===== src/rtl/mult_pkg.sv =====
// Shared types and widths for the multiplier feeder: operand/product widths,
// tag width, sequencer state encoding and small helpers.
package mult_pkg;

  localparam int OPW  = 4;
  localparam int PW   = 8;
  localparam int TAGW = 2;

  typedef enum logic [1:0] {
    IDLE  = 2'd0,
    ISSUE = 2'd1,
    WAIT  = 2'd2
  } state_t;

  // Issue sequence number advance; wraps naturally at 2**TAGW.
  function automatic logic [TAGW-1:0] tag_inc(input logic [TAGW-1:0] tag);
    return tag + TAGW'(1);
  endfunction

  // Operand pair as stored in the FIFO: a in the upper half, b in the lower.
  function automatic logic [2*OPW-1:0] pack_ops(input logic [OPW-1:0] a,
                                                input logic [OPW-1:0] b);
    return {a, b};
  endfunction

endpackage


===== src/rtl/mult_op_fifo.sv =====
// Small synchronous FIFO holding packed operand pairs. The head entry is
// visible on dout whenever the FIFO is not empty; no bypass from din.
module mult_op_fifo #(
  parameter int DEPTH = 4,
  parameter int AW    = 2,
  parameter int W     = 8
) (
  input  logic          ck,
  input  logic          res,
  input  logic          push,
  input  logic          pop,
  input  logic [W-1:0]  din,
  output logic [W-1:0]  dout,
  output logic [AW:0]   count,
  output logic          full,
  output logic          empty
);

  logic [W-1:0]  mem_r [DEPTH];
  logic [AW-1:0] wr_ptr_r;
  logic [AW-1:0] rd_ptr_r;
  logic [AW:0]   cnt_r;
  logic          push_ok_s;
  logic          pop_ok_s;

  assign full      = (cnt_r == (AW+1)'(DEPTH));
  assign empty     = (cnt_r == {(AW+1){1'b0}});
  assign push_ok_s = push & ~full;
  assign pop_ok_s  = pop & ~empty;
  assign dout      = mem_r[rd_ptr_r];
  assign count     = cnt_r;

  // Storage array; contents are don't-care until written, so no reset.
  always_ff @(posedge ck) begin
    if (push_ok_s) begin
      mem_r[wr_ptr_r] <= din;
    end
  end

  // Pointers wrap modulo DEPTH; occupancy holds on simultaneous push and pop.
  always_ff @(posedge ck) begin
    if (res) begin
      wr_ptr_r <= {AW{1'b0}};
      rd_ptr_r <= {AW{1'b0}};
      cnt_r    <= {(AW+1){1'b0}};
    end else begin
      if (push_ok_s) begin
        wr_ptr_r <= wr_ptr_r + AW'(1);
      end
      if (pop_ok_s) begin
        rd_ptr_r <= rd_ptr_r + AW'(1);
      end
      case ({push_ok_s, pop_ok_s})
        2'b10:   cnt_r <= cnt_r + (AW+1)'(1);
        2'b01:   cnt_r <= cnt_r - (AW+1)'(1);
        default: cnt_r <= cnt_r;
      endcase
    end
  end

endmodule


===== src/rtl/mult_feeder.sv =====
// Sequencer in front of the 4x4 shift-add multiplier: buffers operand pairs,
// issues one at a time, captures the product on done and presents it with
// its issue tag. A result must be consumed before the next pair is issued,
// so capture never has to stall.
module mult_feeder
  import mult_pkg::*;
#(
  parameter int DEPTH   = 4,
  parameter int AW      = 2,
  parameter int TIMEOUT = 8
) (
  input  logic            ck,
  input  logic            res,
  input  logic            in_valid,
  output logic            in_ready,
  input  logic [OPW-1:0]  in_a,
  input  logic [OPW-1:0]  in_b,
  output logic            m_start,
  output logic [OPW-1:0]  m_a,
  output logic [OPW-1:0]  m_b,
  input  logic            m_done,
  input  logic [PW-1:0]   m_p,
  output logic            out_valid,
  input  logic            out_ready,
  output logic [PW-1:0]   out_p,
  output logic [TAGW-1:0] out_tag,
  output logic [AW:0]     fifo_cnt,
  output logic            timeout_err
);

  localparam int WCW = $clog2(TIMEOUT + 1);

  state_t              state_r;
  state_t              state_nxt_s;

  logic                fifo_push_s;
  logic                fifo_pop_s;
  logic [2*OPW-1:0]    fifo_head_s;
  logic                fifo_full_s;
  logic                fifo_empty_s;

  logic                m_start_r,     m_start_nxt_s;
  logic [OPW-1:0]      m_a_r,         m_a_nxt_s;
  logic [OPW-1:0]      m_b_r,         m_b_nxt_s;
  logic                out_valid_r,   out_valid_nxt_s;
  logic [PW-1:0]       out_p_r,       out_p_nxt_s;
  logic [TAGW-1:0]     out_tag_r,     out_tag_nxt_s;
  logic                timeout_err_r, timeout_err_nxt_s;
  logic [WCW-1:0]      wait_cnt_r,    wait_cnt_nxt_s;
  logic [TAGW-1:0]     tag_cnt_r,     tag_cnt_nxt_s;
  logic [TAGW-1:0]     tag_lat_r,     tag_lat_nxt_s;
  logic                wait_expired_s;

  assign in_ready       = ~fifo_full_s;
  assign fifo_push_s    = in_valid & in_ready;
  assign wait_expired_s = (wait_cnt_r == WCW'(TIMEOUT - 1));

  assign m_start     = m_start_r;
  assign m_a         = m_a_r;
  assign m_b         = m_b_r;
  assign out_valid   = out_valid_r;
  assign out_p       = out_p_r;
  assign out_tag     = out_tag_r;
  assign timeout_err = timeout_err_r;

  mult_op_fifo #(
    .DEPTH (DEPTH),
    .AW    (AW),
    .W     (2*OPW)
  ) u_fifo (
    .ck    (ck),
    .res   (res),
    .push  (fifo_push_s),
    .pop   (fifo_pop_s),
    .din   (pack_ops(in_a, in_b)),
    .dout  (fifo_head_s),
    .count (fifo_cnt),
    .full  (fifo_full_s),
    .empty (fifo_empty_s)
  );

  // State register.
  always_ff @(posedge ck) begin
    if (res) begin
      state_r <= IDLE;
    end else begin
      state_r <= state_nxt_s;
    end
  end

  // Next-state: issue only into an empty result slot; leave WAIT on done or expiry.
  always_comb begin
    state_nxt_s = state_r;
    case (state_r)
      IDLE: begin
        if (!fifo_empty_s && !out_valid_r) begin
          state_nxt_s = ISSUE;
        end else begin
          state_nxt_s = IDLE;
        end
      end
      ISSUE: begin
        state_nxt_s = WAIT;
      end
      WAIT: begin
        if (m_done || wait_expired_s) begin
          state_nxt_s = IDLE;
        end else begin
          state_nxt_s = WAIT;
        end
      end
      default: begin
        state_nxt_s = IDLE;
      end
    endcase
  end

  // Output/datapath next values; start and operands are loaded on entry to ISSUE
  // so they are already registered during the ISSUE cycle.
  always_comb begin
    m_start_nxt_s     = 1'b0;
    m_a_nxt_s         = m_a_r;
    m_b_nxt_s         = m_b_r;
    fifo_pop_s        = 1'b0;
    tag_cnt_nxt_s     = tag_cnt_r;
    tag_lat_nxt_s     = tag_lat_r;
    wait_cnt_nxt_s    = wait_cnt_r;
    out_valid_nxt_s   = out_valid_r & ~out_ready;
    out_p_nxt_s       = out_p_r;
    out_tag_nxt_s     = out_tag_r;
    timeout_err_nxt_s = timeout_err_r;
    case (state_r)
      IDLE: begin
        if (state_nxt_s == ISSUE) begin
          m_start_nxt_s = 1'b1;
          m_a_nxt_s     = fifo_head_s[2*OPW-1:OPW];
          m_b_nxt_s     = fifo_head_s[OPW-1:0];
        end else begin
          m_start_nxt_s = 1'b0;
        end
      end
      ISSUE: begin
        fifo_pop_s     = 1'b1;
        tag_lat_nxt_s  = tag_cnt_r;
        tag_cnt_nxt_s  = tag_inc(tag_cnt_r);
        wait_cnt_nxt_s = {WCW{1'b0}};
      end
      WAIT: begin
        if (m_done) begin
          out_valid_nxt_s = 1'b1;
          out_p_nxt_s     = m_p;
          out_tag_nxt_s   = tag_lat_r;
        end else if (wait_expired_s) begin
          timeout_err_nxt_s = 1'b1;
        end else begin
          wait_cnt_nxt_s = wait_cnt_r + WCW'(1);
        end
      end
      default: begin
        m_start_nxt_s = 1'b0;
      end
    endcase
  end

  // Datapath and output registers; reset abandons any in-flight operation.
  always_ff @(posedge ck) begin
    if (res) begin
      m_start_r     <= 1'b0;
      m_a_r         <= {OPW{1'b0}};
      m_b_r         <= {OPW{1'b0}};
      out_valid_r   <= 1'b0;
      out_p_r       <= {PW{1'b0}};
      out_tag_r     <= {TAGW{1'b0}};
      timeout_err_r <= 1'b0;
      wait_cnt_r    <= {WCW{1'b0}};
      tag_cnt_r     <= {TAGW{1'b0}};
      tag_lat_r     <= {TAGW{1'b0}};
    end else begin
      m_start_r     <= m_start_nxt_s;
      m_a_r         <= m_a_nxt_s;
      m_b_r         <= m_b_nxt_s;
      out_valid_r   <= out_valid_nxt_s;
      out_p_r       <= out_p_nxt_s;
      out_tag_r     <= out_tag_nxt_s;
      timeout_err_r <= timeout_err_nxt_s;
      wait_cnt_r    <= wait_cnt_nxt_s;
      tag_cnt_r     <= tag_cnt_nxt_s;
      tag_lat_r     <= tag_lat_nxt_s;
    end
  end

endmodule


===== config.mk =====
export PLATFORM = sky130hd
export DESIGN_NAME = mult_feeder
export DESIGN_NICKNAME = d
export VERILOG_FILES = /design/src/rtl/mult_pkg.sv /design/src/rtl/mult_op_fifo.sv /design/src/rtl/mult_feeder.sv
export SDC_FILE = /design/constraint.sdc
export NUM_CORES = 1
export LEC_CHECK = 0
export CAP_MARGIN = 5
export CORE_ASPECT_RATIO = 0.75
export CORE_MARGIN = 2
export CORE_UTILIZATION = 32
export CTS_CLUSTER_DIAMETER = 30
export DETAILED_ROUTE_END_ITERATION = 8
export PLACE_DENSITY_LB_ADDON = 0.15
export RECOVER_POWER = 100
export SLEW_MARGIN = 40
export SYNTH_ARGS = -nofsm -noshare
export SYNTH_HDL_FRONTEND = slang
export SYNTH_SLANG_ARGS = --single-unit

===== constraint.sdc =====
create_clock -name ck -period 2.95 [get_ports ck]
set_input_delay 0.59 -clock ck [delete_from_list [all_inputs] [get_ports ck]]
set_output_delay 0.59 -clock ck [all_outputs]
set_load 0.03 [all_outputs]

==> notes.md <==
run metrics: die area=9380 µm², worst min-delay path endpoint=tag_lat_r[0], final std cells w/o fill=379, number of enable flip-flop cells=32, peak supply drop=0.000283 V, pre-CTS WS=approximately 450 ps, Rows=29, syn nets=~250, max_cap viols=0, crit path max fanout=10, crit path from=u_fifo.count[2], Inverters=6, cells along the critical path=or3b_2 -> dlygate4sd3_1, Netlist Area Pre-Place=about 2800 µm², CTS tree=built, leakage power figure=between 1 and 1.5 nW, via count=1798, initial core utilization=32.7%, largest register by flop count=u_fifo.mem_r, worst setup margin=345 ps, Post-synth seq share=62.5%, CP startpoint kind=register, Buffers excl. clock=between 40 and 50, proportion of cell area occupied by registers=between 40% and 50%, Final setup violation count=0, # Cells Yosys=219, Sw Pwr=0.000863 W, sw frac=29.7%, cts hold-fix bufs=0, fmax=384 MHz, endpoint class of the critical path=primary output, Core Util, Final=42.9%, WP depth=2, status=completed, Max-area cell share=34.9%, reg2reg path depth=8, Antenna diodes=0, tool warnings=29, Logic area=957 µm², yosys stat chip area=2760 µm², post-route setup TNS=0 ps, Total Routed Length=~5400 µm, GR Util met3=4.91%, CTS max path bufs=2
[cells in the mapped netlist (3+ instances only)]
| cell type | n |
|---|---|
| edfxtp_1 | 32 |
| mux2i_1 | 11 |
| nand2_1 | 4 |
| nand3_1 | 13 |
| buf_1 | 4 |
| mux4_2 | 8 |
| o21ai_0 | 11 |
| nor3_1 | 4 |
| inv_1 | 6 |
| a21oi_1 | 20 |
| ha_1 | 6 |
| nand3b_1 | 4 |
| dfxtp_1 | 38 |
| and3_1 | 4 |
| xor2_1 | 3 |
| clkbuf_1 | 7 |
| or3_1 | 4 |
| nor2_1 | 19 |
[routing by layer]
metal | part of all wire [%] | vias to the layer above | wire length, µm
li1 | - | 900 | -
met1 | 52 | 856 | 2850
met2 | 41 | 31 | 2210
met3 | 5.2 | 11 | 285
met4 | 1.7 | 0 | 90
met5 | 0 | - | 0
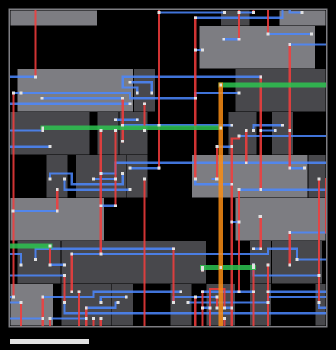
Fig. 1. Layout detail.
The bar under the picture is 5 µm long. Region (46, 49) to (66, 69) µm. Cells in gray, sequential cells in the stronger gray; small squares are vias.
color	layer
green	metal 3
blue	metal 1
orange	metal 4
red	metal 2
cells with their middle in the window	24
sequential cells in the window	5
most frequent	dfxtp_1 (5), nor2_1 (3), nand2_1 (3)
netlist names of flops here include	tag_cnt_r (2), tag_lat_r (2)

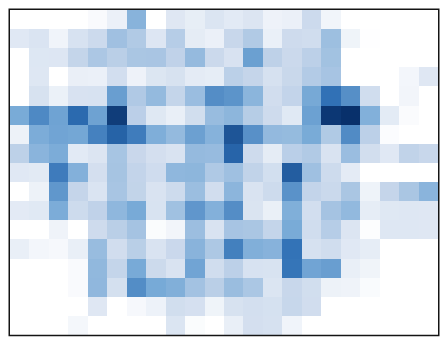
Fig. 2. Wiring heat map.
22 x 17 tiles, from white (low) to dark blue (high), scaled to the fullest tile. Values are wire area over tile area, all layers added.
nearly empty tiles	22%
mean over tiles	0.092
tiles over half the peak	11%
fullest tile	0.40
emptiest ninth of the die	lower right

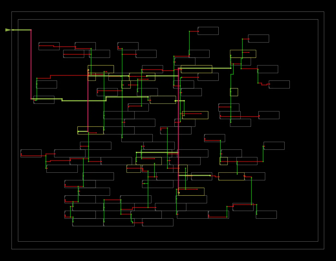
Fig. 3. Clock wiring as the flow saved it.
TritonCTS Buffers: 9
Clock group: 0.00109 W
Clock Skew: 5.95 ps

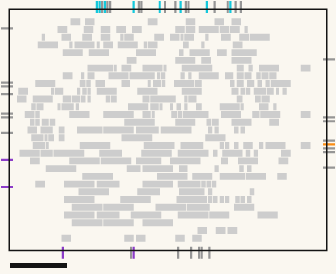
Fig. 4. Ports around the boundary.
The bar under the picture is 20 µm long. Pins as bars across the die edge, other pins in gray.
color	port	pins	direction	edge
orange	m_start	1	output	right
cyan	m_p	8	input	top
purple	in_b	4	input	2 bottom, 2 left
all pins by edge	21 top, 9 left, 8 bottom, 8 right
die height: 84.4 µm
die x size: 111 µm
Port Buf Inserts: 45

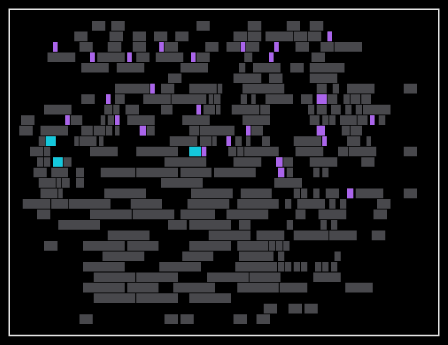
Fig. 5. Gate families picked out.
color	family	cells
purple	nor cells	25
cyan	non-inverting ao/oa cells	3

Power and IR drop assume default switching activity.
